**Run 1: routing congestion**

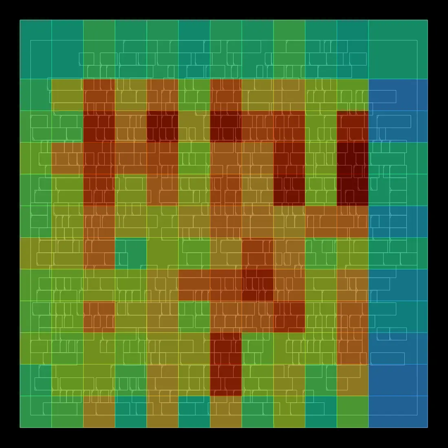
**Run 1: layout detail**

Window x 57 to 77, y 12 to 32 um. Cells in gray, sequential cells in the stronger gray; small squares are vias.
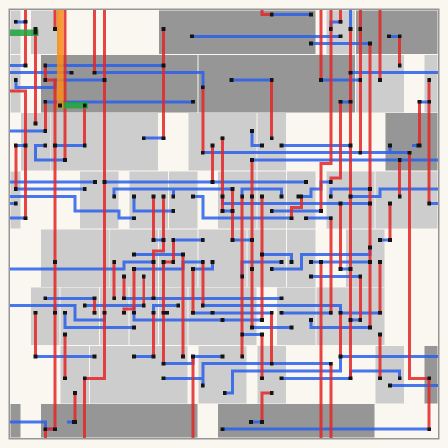
**Run 1: the metal 4 layer**

Scale: 4 px per um.
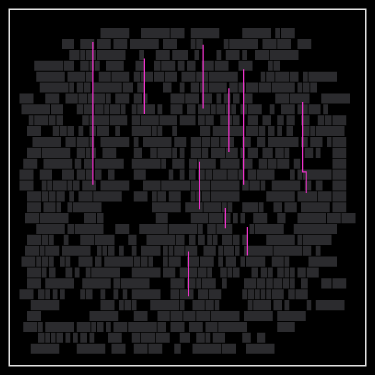
**Run 1: clock distribution**

Scale: 3 px per um.
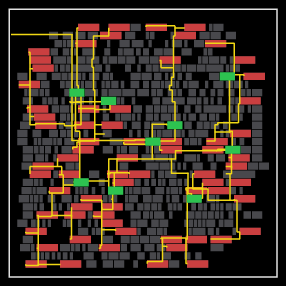
### config.mk
export PLATFORM = sky130hd
export DESIGN_NAME = rhythm_judge
export DESIGN_NICKNAME = d
export VERILOG_FILES = /design/src/rtl/rhythm_pkg.sv /design/src/rtl/rhythm_lane_edge.sv /design/src/rtl/rhythm_judge.sv
export SDC_FILE = /design/constraint.sdc
export NUM_CORES = 1
export LEC_CHECK = 0
export CAP_MARGIN = 20
export CORE_MARGIN = 2
export CORE_UTILIZATION = 54
export CTS_CLUSTER_DIAMETER = 80
export CTS_CLUSTER_SIZE = 8
export DETAILED_ROUTE_END_ITERATION = 12
export PLACE_DENSITY_LB_ADDON = 0.3
export SETUP_SLACK_MARGIN = 0.05
export SKIP_CTS_REPAIR_TIMING = 1
export SLEW_MARGIN = 5
export SYNTH_ARGS = -nofsm -noshare
export SYNTH_HDL_FRONTEND = slang
export SYNTH_SLANG_ARGS = --single-unit
### constraint.sdc
create_clock -name clk -period 8.7 [get_ports clk]
set_input_delay 0.87 -clock clk [delete_from_list [all_inputs] [get_ports clk]]
set_output_delay 0.87 -clock clk [all_outputs]
set_load 0.02 [all_outputs]
### src/rtl/rhythm_pkg.sv
// Shared types for the rhythm judge: judgement codes, note FSM states and
// multiplier width.
package rhythm_pkg;

  localparam int unsigned MULT_W = 4;

  typedef enum logic [1:0] {
    J_NONE,
    J_PERFECT,
    J_GOOD,
    J_MISS
  } judge_e;

  typedef enum logic [1:0] {
    ST_EMPTY,
    ST_ARMED,
    ST_DONE
  } state_e;

endpackage

### src/rtl/rhythm_lane_edge.sv
// Per-lane press register and rising-edge detect; tracks press every cycle
// (including while paused) so resuming never produces a stale edge.
module rhythm_lane_edge #(
  parameter int unsigned NUM_LANES = 4
) (
  input  logic                 clk,
  input  logic                 reset,
  input  logic [NUM_LANES-1:0] press_i,
  output logic [NUM_LANES-1:0] rise_c_o
);

  logic [NUM_LANES-1:0] press_q;

  always_ff @(posedge clk) begin
    if (reset) press_q <= '0;
    else       press_q <= press_i;
  end

  assign rise_c_o = press_i & ~press_q;

endmodule

### src/rtl/rhythm_judge.sv
// N-lane note queue, timing-window judge, combo/multiplier and saturating score.
// Optional AUTOPLAY_EN adds an autoplay input that auto-judges armed notes perfect.
module rhythm_judge
  import rhythm_pkg::*;
#(
  parameter int unsigned NUM_LANES   = 4,
  parameter int unsigned QUEUE_DEPTH = 4,
  parameter int unsigned PERFECT_WIN = 8,
  parameter int unsigned GOOD_WIN    = 32,
  parameter int unsigned SCORE_W     = 14,
  parameter int unsigned COMBO_W     = 14,
  parameter int unsigned COMBO_STEP  = 8,
  parameter int unsigned MULT_MAX    = 8
) (
  input  logic                             clk,
  input  logic                             reset,
  input  logic                             beat_tick,
  input  logic [NUM_LANES-1:0]             note_in,
  input  logic [NUM_LANES-1:0]             press,
  input  logic                             pause,
`ifdef AUTOPLAY_EN
  input  logic                             autoplay,
`endif
  output logic [NUM_LANES*QUEUE_DEPTH-1:0] notes,
  output logic                             hit_perfect,
  output logic                             hit_good,
  output logic                             miss,
  output logic [COMBO_W-1:0]               combo,
  output logic [MULT_W-1:0]                multiplier,
  output logic [SCORE_W-1:0]               score
);

  localparam int unsigned NL        = NUM_LANES;
  localparam int unsigned QW        = NUM_LANES * QUEUE_DEPTH;
  localparam int unsigned TIMER_MAX = GOOD_WIN + 1;
  localparam int unsigned TIMER_W   = $clog2(GOOD_WIN + 2);

  logic [QW-1:0]      queue_q, queue_d;
  logic [TIMER_W-1:0] timer_q, timer_d;
  state_e             state_q, state_d;
  logic [NL-1:0]      acc_q, acc_d;
  judge_e             pend_q, pend_d;
  logic               perfect_q, perfect_d, good_q, good_d, miss_q, miss_d;
  logic [COMBO_W-1:0] combo_q, combo_d;
  logic [MULT_W-1:0]  mult_q, mult_d;
  logic [SCORE_W-1:0] score_q, score_d;

  logic [NL-1:0]      rise_c, edge_use_c;
  logic [NL-1:0]      mask_c, acc_n_c;
  logic [TIMER_W-1:0] t_eff_c;
  state_e             st_eff_c;
  logic               expiry_c;
  judge_e             new_j_c, emit_c;
  logic [COMBO_W:0]   mult_calc_c;
  logic [4:0]         inc_c;
  logic [SCORE_W:0]   sum_c;

  rhythm_lane_edge #(.NUM_LANES(NUM_LANES)) u_edge (
    .clk      (clk),
    .reset    (reset),
    .press_i  (press),
    .rise_c_o (rise_c)
  );

`ifdef AUTOPLAY_EN
  assign edge_use_c = autoplay ? '0 : rise_c;
`else
  assign edge_use_c = rise_c;
`endif

  always_comb begin
    queue_d     = queue_q;
    timer_d     = timer_q;
    state_d     = state_q;
    acc_d       = acc_q;
    pend_d      = pend_q;
    perfect_d   = 1'b0;
    good_d      = 1'b0;
    miss_d      = 1'b0;
    combo_d     = combo_q;
    mult_d      = mult_q;
    score_d     = score_q;
    mask_c      = queue_q[QW-1 -: NL];
    t_eff_c     = timer_q;
    st_eff_c    = state_q;
    acc_n_c     = acc_q;
    expiry_c    = 1'b0;
    new_j_c     = J_NONE;
    emit_c      = J_NONE;
    mult_calc_c = '0;
    inc_c       = '0;
    sum_c       = '0;

    if (!pause) begin
      // On a tick the judge sees the incoming note with a fresh timer.
      if (beat_tick) begin
        queue_d  = {queue_q[QW-NL-1:0], note_in};
        timer_d  = '0;
        mask_c   = queue_q[QW-NL-1 -: NL];
        t_eff_c  = '0;
        acc_n_c  = '0;
        st_eff_c = (mask_c != '0) ? ST_ARMED : ST_EMPTY;
        expiry_c = (state_q == ST_ARMED);
      end else if (timer_q != TIMER_W'(TIMER_MAX)) begin
        timer_d = timer_q + TIMER_W'(1);
      end

      state_d = st_eff_c;
      case (st_eff_c)
        ST_EMPTY: if (edge_use_c != '0) new_j_c = J_MISS;
        ST_ARMED: begin
`ifdef AUTOPLAY_EN
          if (autoplay && t_eff_c == '0) begin
            new_j_c = J_PERFECT;
            state_d = ST_DONE;
          end
`endif
          acc_n_c = acc_n_c | edge_use_c;
          if ((edge_use_c & ~mask_c) != '0) begin
            new_j_c = J_MISS;
            state_d = ST_DONE;
          end else if (edge_use_c != '0 && acc_n_c == mask_c) begin
            if (t_eff_c <= TIMER_W'(PERFECT_WIN))   new_j_c = J_PERFECT;
            else if (t_eff_c <= TIMER_W'(GOOD_WIN)) new_j_c = J_GOOD;
            else                                    new_j_c = J_MISS;
            state_d = ST_DONE;
          end
        end
        default: ;
      endcase
      acc_d = acc_n_c;

      // Only one pulse per cycle; a second judgement waits one cycle.
      if (pend_q != J_NONE) begin
        emit_c = pend_q;
        pend_d = new_j_c;
      end else if (expiry_c) begin
        emit_c = J_MISS;
        pend_d = new_j_c;
      end else begin
        emit_c = new_j_c;
        pend_d = J_NONE;
      end

      perfect_d = (emit_c == J_PERFECT);
      good_d    = (emit_c == J_GOOD);
      miss_d    = (emit_c == J_MISS);

      if (emit_c == J_MISS) combo_d = '0;
      else if (emit_c != J_NONE && combo_q != '1) combo_d = combo_q + COMBO_W'(1);

      mult_calc_c = ({1'b0, combo_d} / (COMBO_W+1)'(COMBO_STEP)) + (COMBO_W+1)'(1);
      if (mult_calc_c > (COMBO_W+1)'(MULT_MAX)) mult_d = MULT_W'(MULT_MAX);
      else                                      mult_d = MULT_W'(mult_calc_c);

      if (emit_c == J_PERFECT || emit_c == J_GOOD) begin
        inc_c   = perfect_d ? {mult_d, 1'b0} : {1'b0, mult_d};
        sum_c   = {1'b0, score_q} + (SCORE_W+1)'(inc_c);
        score_d = sum_c[SCORE_W] ? '1 : sum_c[SCORE_W-1:0];
      end
    end
  end

  always_ff @(posedge clk) begin
    if (reset) begin
      queue_q   <= '0;
      timer_q   <= '0;
      state_q   <= ST_EMPTY;
      acc_q     <= '0;
      pend_q    <= J_NONE;
      perfect_q <= 1'b0;
      good_q    <= 1'b0;
      miss_q    <= 1'b0;
      combo_q   <= '0;
      mult_q    <= MULT_W'(1);
      score_q   <= '0;
    end else begin
      queue_q   <= queue_d;
      timer_q   <= timer_d;
      state_q   <= state_d;
      acc_q     <= acc_d;
      pend_q    <= pend_d;
      perfect_q <= perfect_d;
      good_q    <= good_d;
      miss_q    <= miss_d;
      combo_q   <= combo_d;
      mult_q    <= mult_d;
      score_q   <= score_d;
    end
  end

  assign notes       = queue_q;
  assign hit_perfect = perfect_q;
  assign hit_good    = good_q;
  assign miss        = miss_q;
  assign combo       = combo_q;
  assign multiplier  = mult_q;
  assign score       = score_q;

endmodule

==> summary.txt, run 1 <==
run metrics: minimum period implied by the final worst setup slack=7.44 ns, fraction of power consumed by sequential logic=47.2%, drt first pass iters=5, number of inverters outside the clock class in the layout=10, NonClk Buf Share=13.3%, leading area contributor after synthesis=dfxtp_1, highest ir drop seen on vdd=0.0000878 V, outcome=completed, die height=88.8 um, area fraction in compound gates after synthesis=17.1%, clock transition time at the flip-flop clock pins of the worst setup and hold paths=0.08 ns, proportion of cell area occupied by registers=29.2%, maximum buffer depth of the clock tree=2, antenna violations before repair=0, combinational logic power=110 uW, number of violations reported at the end of detailed-routing iteration 0=349, number of standard cells reported by yosys=479, capture instance of the worst register-to-register path=score[13]$_SDFFE_PP0P_, Crit. End Element=flop, final-layout clock-cell area share=4.20%, unrepaired setup endpoints after global routing=no, sequential power=333 uW, floorplan die area=0.00788 mm2, routed length on met1=4.29 mm, met1 Track Usage GR=31.5%, grt met2 use=39.2%, Cell Area, Synth=0.00388 mm2, Detail Placement HPWL=6.47 mm, Tcrit/Tclk final=85.6%, Max Cap Viol=0, global-route congestion overflow total=0, Synth mux share=3.87%, prevailing logic family in the synthesized netlist=simple AND/OR/NAND/NOR gates, critical path's top delay family=AND-OR/OR-AND gates, first-pass GRT wire length=15.3 mm, row count=30, simple-gate area share of the yosys netlist=28.6%, final worst clock skew=0.00854 ns, Data required, critical path=8.92 ns, highest fanout seen on the critical path=9, Cells after Synth=479, Lkg Pwr=0.00177 uW, final hold vios=0, CP endpoint=score[13]$_SDFFE_PP0P_, number of warnings the tools reported=31, worst hold path stage count=2, number of routed nets with antenna violations=0, power per unit of standard cell area=149 mW/mm2, CTS H-tree lvls=3, wire length on met3=539 um, crit path DAT=7.67 ns, clock buffer instance count of the final layout=9, Sw Ratio=28.5%, number of flops mapped to enable cells by yosys=0, sum of internal, switching and leakage power=706 uW, area added between synthesis and finish=22.2%, Tap Cells=96, instance count after placement with tap cells included=617, Chip Area, Yosys=0.00388 mm2, fraction of standard cell area in multi-input logic=50.0%, class of the tightest hold or removal check=flop to flop, Top power group=registers, clock insertion delay at the later pin of the skew report=0.35 ns, sequential cell area fraction in the yosys report=35.6%, Worst-Margin Slew=1.05 ns, Largest stage delay, worst path=0.48 ns, via/cell ratio=5.80, post-route worst hold slack=0.469 ns, Buffers on Ports=62, count of final setup violators=0, DP Worst Slack=1.01 ns, fraction of registers with async set/reset=0%, largest net degree at the start of global routing=57
## Picture notes: 'routing congestion'
GRT Max-Usage Layer: met2
met3 Usage GRT: 7.37%
utilization after layout: 69.0%
Total GRT Usage: 24.5%
routed length per instance: 14.6 um

## Picture notes: 'layout detail'
Key: met4 = orange; met2 = red; met3 = green; met1 = blue
Most frequent: nor2_1 (9), dfxtp_1 (6). Netlist names of flops here include timer_q (4). Sequential cells in the window: 6. 41 logic cells have their middle in the window.

## Picture notes: 'the metal 4 layer'
7 nets have wire on it. The layer carries 166 um of wire. The wires run mostly vertical.

## Picture notes: 'clock distribution'
Key: clock wires = yellow [length 882 um]; flip-flops = red [count 69]; cells driving clock nets = green [count 9]
Position of the flops: widely spread. There are 10 routed clock nets.

==> run 2, diff against run 1 <==
- CORE_MARGIN: 2 -> 5
- clock period: 8.7 -> 7.88 ns (I/O delays scaled with it)
==> summary.txt, run 2 <==
run metrics: Buffers on Ports=62, DP Worst Slack=0.202 ns, fraction of power consumed by sequential logic=46.5%, via/cell ratio=5.76, first-pass GRT wire length=16.6 mm, number of flip-flops and latches=69, Detail Placement HPWL=6.74 mm, largest net degree at the start of global routing=57, capture instance of the worst register-to-register path=score[10]$_SDFFE_PP0P_, clock insertion delay at the later pin of the skew report=0.35 ns, prevailing logic family in the synthesized netlist=simple AND/OR/NAND/NOR gates, Crit. End Element=flop, Cell Area, Synth=0.00388 mm2, NonClk Buf Share=13.6%, power per unit of standard cell area=166 mW/mm2, leading area contributor after synthesis=dfxtp_1, die height=94.8 um, number of violations reported at the end of detailed-routing iteration 0=287, fraction of standard cell area in multi-input logic=49.9%, Worst-Margin Slew=0.659 ns, count of final setup violators=0, Largest stage delay, worst path=0.46 ns, combinational logic power=123 uW, instance count after placement with tap cells included=618, grt met2 use=36.1%, class of the tightest hold or removal check=flop to flop, Comb area=0.00237 mm2, GRT Max-Usage Layer=met2, final design instance area without fill=0.00476 mm2, maximum buffer depth of the clock tree=2, simple-gate area share of the yosys netlist=28.6%, critical path's top delay family=simple AND/OR/NAND/NOR gates, number of warnings the tools reported=31, Data required, critical path=8.13 ns, global-route congestion overflow total=0, sum of internal, switching and leakage power=790 uW, highest fanout seen on the critical path=9, CP endpoint=score[10]$_SDFFE_PP0P_, outcome=completed, Top power group=registers, Synth mux share=3.87%, final-layout clock-cell area share=4.21%, unrepaired setup endpoints after global routing=no, clock buffer instance count of the final layout=11, routed length on met1=4.31 mm, row count=30, Clk power=299 uW, sequential cell area fraction in the yosys report=35.6%, wire length on met3=771 um, antenna violations before repair=0, minimum period implied by the final worst setup slack=7.20 ns, Multi-Input Combinational=378, Num Clock Sinks=69, commonest cells after routing, fill and taps aside=dfxtp_1, nor2_1, clkdlybuf4s50_1, nand2_1, a21oi_1, proportion of cell area occupied by registers=29.0%, highest ir drop seen on vdd=0.000101 V, final hold vios=0, drt first pass iters=6, met3 Usage GRT=7.17%, Tcrit/Tclk final=91.3%, worst hold path stage count=2, CTS H-tree lvls=3, area fraction in compound gates after synthesis=17.1%, Cells after Synth=479, met1 Track Usage GR=30.2%, number of inverters outside the clock class in the layout=10, Tap Cells=96, number of flops mapped to enable cells by yosys=0, number of routed nets with antenna violations=0, area added between synthesis and finish=22.6%, Max Cap Viol=0, routed wl met2=4.55 mm, number of standard cells reported by yosys=479, Sw Ratio=28.4%, crit path DAT=7.44 ns, post-route worst hold slack=0.469 ns, Lkg Pwr=0.00177 uW, clock transition time at the flip-flop clock pins of the worst setup and hold paths=0.08 ns, fraction of registers with async set/reset=0%, clock network power share=37.9%, floorplan die area=0.00898 mm2, number of buffers created by CTS=9
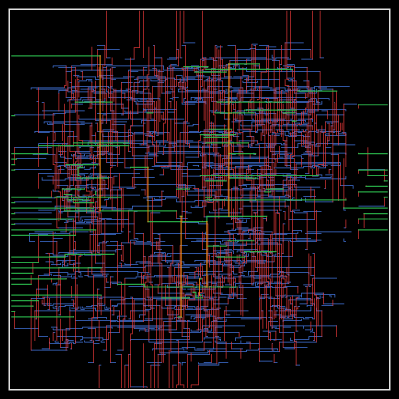
**Above:** run 2 (routed metal, one color a layer).
Scale: 4 px per um.
Key: met1 = blue [wire length 4,310 um]; met4 = orange [wire length 136 um]; met2 = red [wire length 4,550 um]; met3 = green [wire length 771 um]
WL final: 9.76 mm
routed length per instance: 15.4 um
Total GRT Usage: 23.1%

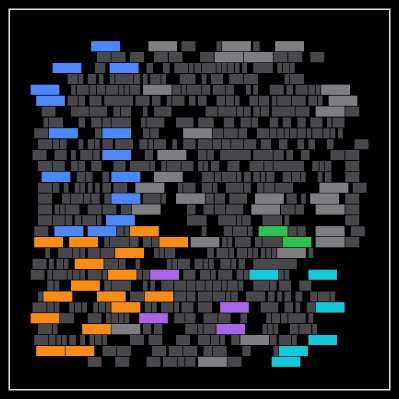
**Above:** run 2 (sequential cells grouped by signal name).
Scale: 4 px per um.
Key: acc_q = purple [flops 4, where south]; score = blue [flops 14]; timer_q = cyan [flops 6, where south-east]; notes = orange [flops 16, where south-west]; pend_q = green [flops 2]
utilization after layout: 68.9%
sequential power: 368 uW

No activity file was given, so power comes from the tool's default toggle rates.
